==> config.mk <==
export PLATFORM = sky130hd
export DESIGN_NAME = fifo_top_sync
export DESIGN_NICKNAME = d
export VERILOG_FILES = /design/src/rtl/fifo_top_sync.sv
export SDC_FILE = /design/constraint.sdc
export NUM_CORES = 1
export LEC_CHECK = 0
export ABC_AREA = 1
export CAP_MARGIN = 40
export CORE_MARGIN = 4
export CORE_UTILIZATION = 45
export CTS_BUF_LIST = sky130_fd_sc_hd__clkbuf_4 sky130_fd_sc_hd__clkbuf_8 sky130_fd_sc_hd__clkbuf_16
export DETAILED_ROUTE_END_ITERATION = 16
export DONT_BUFFER_PORTS = 1
export HOLD_SLACK_MARGIN = 0.02
export PLACE_DENSITY_LB_ADDON = 0.05
export SYNTH_ARGS = -nofsm -noshare
export SYNTH_HDL_FRONTEND = slang
export SYNTH_SLANG_ARGS = --single-unit
==> constraint.sdc <==
create_clock -name clk_i -period 4.7 [get_ports clk_i]
set_input_delay 0.94 -clock clk_i [delete_from_list [all_inputs] [get_ports clk_i]]
set_output_delay 0.94 -clock clk_i [all_outputs]
set_load 0.02 [all_outputs]
==> src/rtl/fifo_top_sync.sv <==
// Single-clock first-word-fall-through FIFO with valid/ready on both sides.
// Status outputs (full, empty, count modulo DEPTH) come straight from registered state.
module fifo_top_sync #(
    parameter int  DEPTH  = 4,
    parameter type data_t = logic [36:0]
) (
    input  logic                     clk_i,
    input  logic                     rst_i,
    input  logic [$bits(data_t)-1:0] data_i,
    input  logic                     data_valid_i,
    output logic                     data_ready_o,
    output logic [$bits(data_t)-1:0] data_o,
    output logic                     data_valid_o,
    input  logic                     data_ready_i,
    output logic                     isFull_o,
    output logic                     isEmpty_o,
    output logic [$clog2(DEPTH)-1:0] count_o
);

    localparam int AW = $clog2(DEPTH);

    data_t           mem [DEPTH];
    logic [AW-1:0]   wr_ptr;
    logic [AW-1:0]   rd_ptr;
    logic [AW:0]     occ;
    logic            full;
    logic            empty;
    logic            push;
    logic            pop;

    assign full  = (occ == (AW+1)'(DEPTH));
    assign empty = (occ == '0);

    // Handshakes depend only on registered occupancy, never on the opposite side's inputs.
    assign push = data_valid_i && !full;
    assign pop  = data_ready_i && !empty;

    assign data_ready_o = !full;
    assign data_valid_o = !empty;
    assign isFull_o     = full;
    assign isEmpty_o    = empty;
    assign count_o      = occ[AW-1:0];
    assign data_o       = mem[rd_ptr];

    // Storage is never cleared; a write is suppressed on a reset edge.
    always_ff @(posedge clk_i) begin
        if (push && !rst_i) begin
            mem[wr_ptr] <= data_t'(data_i);
        end
    end

    // Pointers wrap naturally because DEPTH is a power of two.
    always_ff @(posedge clk_i) begin
        if (rst_i) begin
            wr_ptr <= '0;
            rd_ptr <= '0;
            occ    <= '0;
        end else begin
            if (push) begin
                wr_ptr <= wr_ptr + AW'(1);
            end
            if (pop) begin
                rd_ptr <= rd_ptr + AW'(1);
            end
            if (push && !pop) begin
                occ <= occ + (AW+1)'(1);
            end else if (pop && !push) begin
                occ <= occ - (AW+1)'(1);
            end
        end
    end

endmodule

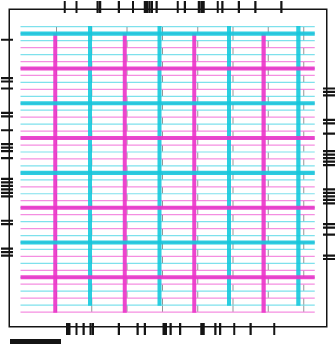
**Above:** run 1 (floorplan with the power grid).
The bar under the picture is 20 µm long. Pins as bars on the die edge. Tap cells in gray.
| color | net |
|---|---|
| magenta | VSS |
| cyan | VDD |
tap cells: 172
met1 rails: 42
rows: 41
met5 straps: 8
signal pins: 84
Die Wd: 123 µm
worst vdd ir: 0.299 mV
core area: 12800 µm²

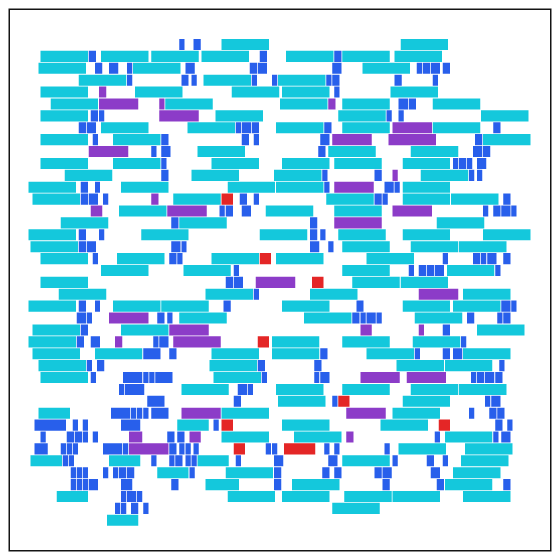
**Above:** run 1 (placed cells, one color a class).
| color | class | cells | share of their area |
|---|---|---|---|
| purple | clock drivers and dummy loads | 32 | 8.9% |
| blue | combinational and other logic | 249 | 19% |
| cyan | sequential cells | 157 | 71% |
| red | remaining buffers and delay cells | 9 | 1.2% |

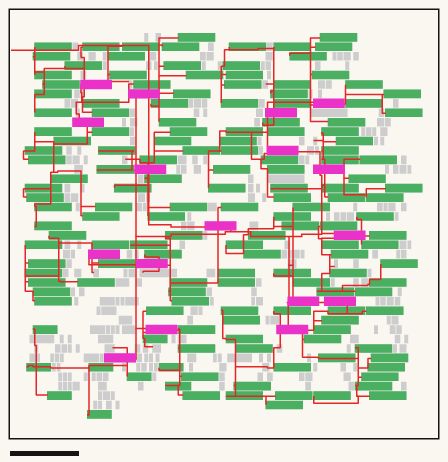
**Above:** run 1 (routed clock nets over the placement).
The bar under the picture is 20 µm long.
[magenta] clock drivers | count: 17
[red] clock wires | length: 1690 µm
[green] flip-flops | count: 157
flops lie: widely spread

==> impl_metrics.toml, run 1 <==
# generated from flow reports
[clocking]
clk_latency_ps = 410
cts_htree_levels = 4
cts-buffers-inserted = 17
postCtsSetupRepairBufs = 0
cts_max_path_buffers = 2
cts_root_buf = "clkbuf_16"
cts_sinks = 157
hold_buffers = 0
cts_tree = "yes"
path_clk_slew_ps = 50
ctsResizeCount = 0

[critical_path]
crit_path_max_fanout = 21
worstPathArrival_ps = 2160
crit_type = "register to primary output"
cp.required_ps = 3760
critPathLaunchType = "register"
crit_path_end_kind = "primary output"

[synth]
fp_nets = 478
simple_gate_area_share_pct = 6.92
synth_warnings = 0
synth_cells = 431
synth-xor-area-share_pct = 0.146
postSynthSeqShare_pct = 77.0
fa_ha_area_share_pct = 1.38
mux_area_share_pct = 0
synth.distinct_cells = 22
topCombFamilyByArea = "AND-OR/OR-AND gates"
yosys_area_um2 = 6000
synth_stat.cells = 431
ys_ff = 157
syn_avg_cell_area_um2 = 13.9
netlist_area_um2 = 6000
compound_area_share_pct = 10.5

[detailed_routing]
drt-pass1-iter-count = 4
vias = 3319
drc = 0
drt-total-wl_um = 11900
drt-initial-drc-count = 216
wl_per_cell_um = 19.3
via_per_inst = 5.36
final_antenna_net_count = 0

[floorplanning]
fp_util_pct = 46.8
dieArea_um2 = 15200
io_pins = 84
rows = 41

[timing]
setup_viol = 0
timing.fmax_ghz = 0.323
period_used_pct = 65.9
rsz0062_at_grt = "false"
skew_ps = 4.27
slew_headroom_pct = 45.2
slew_violations = 0
finalSetupTns_ps = 0
hold_violations = 0
worstMarginPinSlew_ps = 820
min_period_ps = 3100

[status]
status = "finished clean"

[place]
io_buffers = 0
place_hpwl_um = 6890
gp_congestion = 0.761

[layout]
final_layout_top_logic_cells = "edfxtp_1 (148), nor2_1 (82), o21ai_0 (47)"
fin_nets = 481
area_growth_pct = 12.3
drive_above_1_share_pct = 10.3
fillers = 1093
antenna_cells = 0
post-route-util_pct = 52.6
layout_top_cell = "edfxtp_1"

[job]
drv_cap = 0
tool_warnings = 29

[global_route]
grt_pass1_vias = 3291
overflow = 0
antenna_found_initial = 0
grt_pass1_wl_um = 18200
grtUsageTotal_pct = 16.5
grt_max_degree = 75

[power_and_ir_drop]
p_total_mw = 3.82
power_leakage_nw = 2.24
power_density_nw_per_um2 = 567

[hold_path]
hold_class = "register to register"
run 1: state kept, by name, summed over array words and instances (netlist names), named ones only:
| register | cells |
|---|---|
| mem | 148 |
| occ | 3 |
| rd_ptr | 2 |
| wr_ptr | 2 |
run 1: synthesized netlist by cell type:
cell	count	area (µm²)
nand3b_1	1	7.51
inv_1	17	63.8
clkbuf_2	1	5.00
dfxtp_1	9	180
o21ai_1	28	140
xor2_1	1	8.76
clkbuf_1	9	33.8
buf_4	3	22.5
buf_6	8	90.1
nand2_1	14	52.6
o22ai_1	37	231
nand3_1	4	20.0
nand2_2	1	6.26
inv_2	1	3.75
buf_2	4	20.0
fa_1	1	20.0
nor2_1	86	323
ha_1	5	62.6
a21oi_1	5	25.0
edfxtp_1	148	4440
o21ai_0	47	235
nor2_2	1	6.26
run 1: logic make-up after synthesis:
family,count (synthesis)
buffers and inverters,43
AND-OR/OR-AND,117
AND/OR/NAND/NOR,107
flip-flops,157
XOR/XNOR,1
adder cells (fa/ha/maj),6
run 1: layer usage:
metal	wire length (µm)	vias to the layer above	share of wire, %	track usage (%)
li1	-	1589	-	-
met1	5130	1654	43	20.3
met2	5750	66	48	25.7
met3	923	10	7.7	7.41
met4	146	0	1.2	6.23
met5	0	-	0	0
run 1: path summary, 6_finish.rpt:
kind,startpoint,slack (ps),depth (start not counted),endpoint
setup / recovery,register,1600,4,data_o[8]
hold / removal,rd_ptr[1],500,2,rd_ptr[1]
setup reg to reg,occ[0],1900,7,mem[0][1]
hold reg to reg,rd_ptr[1],500,2,rd_ptr[1]
run 1: power breakdown:
part           total, mW  internal [mW]  leakage, nW  switching (mW)
clock               1.34          0.831        0.286           0.505
combinational      0.800          0.179        0.542           0.621
sequential          1.68           1.63         1.42          0.0477
run 1: area by class of cell:
| type | count | area (µm²) | area share [%] |
|---|---|---|---|
| Clock buffer | 18 | 433 | 6.42 |
| Clock inverter | 14 | 150 | 2.23 |
| Inverter | 18 | 67.6 | 1.00 |
| Multi-Input combinational cell | 231 | 1170 | 17.3 |
| Sequential cell | 157 | 4630 | 68.6 |
| Tap cell | 172 | 215 | 3.19 |
| Timing Repair Buffer | 9 | 80.1 | 1.19 |
run 1: worst max-delay path, cell delays in order (launching register included):
cell and delay [ps]:
dfxtp_1 300, inv_1 450, buf_4 390, o21ai_1 110, o22ai_1 500
run 1: per-stage QoR:
step	hold WS [ps]	std cells	setup WS, ps	instance area [µm²]
floorplan	459	431	1520	6000
global placement	481	586	1860	6140
detailed placement	483	587	1840	6160
CTS	502	619	1530	6740
global route	540	619	1420	6740
finish	496	619	1600	6740
## Run 2: what changed since run 1
Clock period 4.7 ns to 3.2 ns, I/O delays scaled along.
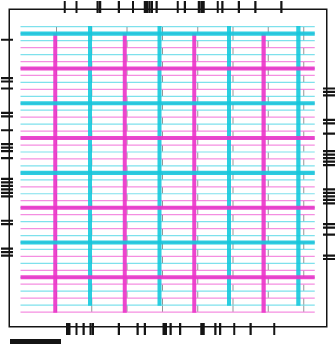
**Above:** run 2 (floorplan with the power grid).
The bar under the picture is 20 µm long. Pins as bars on the die edge. Tap cells in gray.
| color | net |
|---|---|
| cyan | VDD |
| magenta | VSS |
tap cells: 172
met4 straps: 8

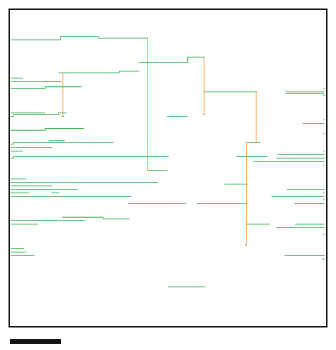
**Above:** run 2 (metal layers overlaid).
The bar under the picture is 20 µm long. Two of the layers only.
| color | layer | wire length |
|---|---|---|
| green | metal 3 | 932 µm |
| orange | metal 4 | 151 µm |
gr usage total: 16.8%
final WL: 11900 µm
WL per Instance: 19.1 µm

==> run 2 against run 1 <==
Net effect: cell count rose by 0.65%; die area did not move; clock power up 36%; sequential power grew 47%; global-route usage increased by 0.35 points; largest cell class unchanged; critical path type unchanged.
==> impl_metrics.toml, run 2 <==
# generated from flow reports
[status]
status = "finished clean"

[clocking]
cts_max_path_buffers = 2
cts_tree = "yes"
cts_root_buf = "clkbuf_16"
cts_sinks = 157
cts_htree_levels = 4
postCtsSetupRepairBufs = 0
clk_latency_ps = 420
ctsResizeCount = 0
hold_buffers = 0
cts-buffers-inserted = 17
path_clk_slew_ps = 60

[timing]
rsz0062_at_grt = "false"
min_period_ps = 2690
timing.fmax_ghz = 0.372
worstMarginPinSlew_ps = 710
hold_violations = 0
slew_violations = 0
period_used_pct = 84.0
skew_ps = 7.99
slew_headroom_pct = 52.7

[detailed_routing]
drc = 0
vias = 3300
via_per_inst = 5.30
drt-initial-drc-count = 274
drt-pass1-iter-count = 4

[layout]
final_layout_top_logic_cells = "edfxtp_1 (148), nor2_1 (82), o21ai_0 (47)"
area_growth_pct = 12.1
drive_above_1_share_pct = 11.3
antenna_cells = 0
largest_register_ffs = 148
post-route-util_pct = 52.4
top_regs = "mem x148, occ x3"
fin_cells = 623
layout_top_cell = "edfxtp_1"
top_register = "mem"

[place]
gp_congestion = 0.728
placed_cells = 591
io_buffers = 0
place_hpwl_um = 7140

[synth]
top_cells_by_count = "edfxtp_1 (148), nor2_1 (86), o21ai_0 (47), o22ai_1 (37), o21ai_1 (28)"
async_flop_share_pct = 0
synth.most_common_cell = "edfxtp_1"
yosys_area_um2 = 6000
synth_stat.cells = 431
synth_warnings = 0
synth.distinct_cells = 22
synthTopCellsByArea = "edfxtp_1 (74%), nor2_1 (5.4%), o21ai_0 (3.9%), o22ai_1 (3.9%), dfxtp_1 (3.0%)"
syn_avg_cell_area_um2 = 13.9
ys.flop_type = "edfxtp_1"
netlist_area_um2 = 6000
fp_nets = 478
ys_ff = 157
edf_count = 148
yosys.area.top_type = "edfxtp_1"

[critical_path]
crit_type = "register to primary output"
worstPathArrival_ps = 2050
crit_path_end_kind = "primary output"

[floorplanning]
coreArea_um2 = 12800
die_w_um = 123
dieArea_um2 = 15200
fp_util_pct = 46.8

[power_and_ir_drop]
power_density_nw_per_um2 = 811
power_leakage_nw = 2.23
ir_worst_vdd_mv = 0.545

[hold_path]
hold_class = "primary input to register"

[global_route]
grt_pass1_vias = 3337
overflow = 0
grt_max_degree = 75
antenna_found_initial = 0
-- run 2: cell count changes in the layout (fill, tap and decap cells not counted) --
cell        change
buf_4           +4
clkinv_1        -1
bufinv_16       -3
clkinv_4        +2
clkinv_2        -5
clkinvlp_4      +4
clkbuf_4        -1
inv_6           +4
-- run 2: final timing paths --
path             start         end  slack (ps)  cells after the start
max           register  data_o[36]         510                      3
min              rst_i   rd_ptr[0]         290                      1
max reg2reg     occ[0]  mem[0][26]         910                      7
min reg2reg  rd_ptr[1]    register         490                      2
-- run 2: worst max-delay path, cell delays in order, from the launching register on --
cell and delay (ps):
dfxtp_2 330, buf_4 560, o21ai_0 190, o22ai_1 520
-- run 2: logic make-up after synthesis --
family / Yosys count / share of synthesized area [%]
AOI/OAI and AO/OA: 117 / 10.5
xor gates and xnor gates: 1 / 0.146
adders and majority gates: 6 / 1.38
buffers and inverters: 43 / 3.98
DFF: 157 / 77.0
and+or+nand+nor: 107 / 6.92
-- run 2: layout make-up --
type / count / area [µm²]
Inverter: 18 / 67.6
Multi-Input combinational cell: 231 / 1170
Tap cell: 172 / 215
Fill cell: 1082 / 6100
Timing Repair Buffer: 13 / 110
Sequential cell: 157 / 4630
Clock buffer: 17 / 425
Clock inverter: 15 / 114
-- run 2: metal layers --
metal | GRT usage, % | part of all wire, % | vias to the layer above
met1 | 20.8 | 43 | 1622
met5 | 0 | 0 | -
met3 | 7.46 | 7.8 | 13
met2 | 26.1 | 48 | 72
met4 | 6.44 | 1.3 | 0
li1 | - | - | 1593
-- run 2: per-stage QoR --
stage	hold WS [ps]	area, µm²	setup slack, ps
6_report	287	6730	512
5_1_grt	264	6730	287
4_1_cts	267	6730	414
3_5_place_dp	490	6190	872
3_3_place_gp	479	6190	909
2_1_floorplan	459	6000	197
-- run 2: report_power, final --
part           internal (mW)  total [mW]  switching [mW]
combinational          0.264        1.17           0.905
sequential              2.40        2.47          0.0702
clock                  0.998        1.82           0.820
Power is estimated from default activity; no workload was simulated.
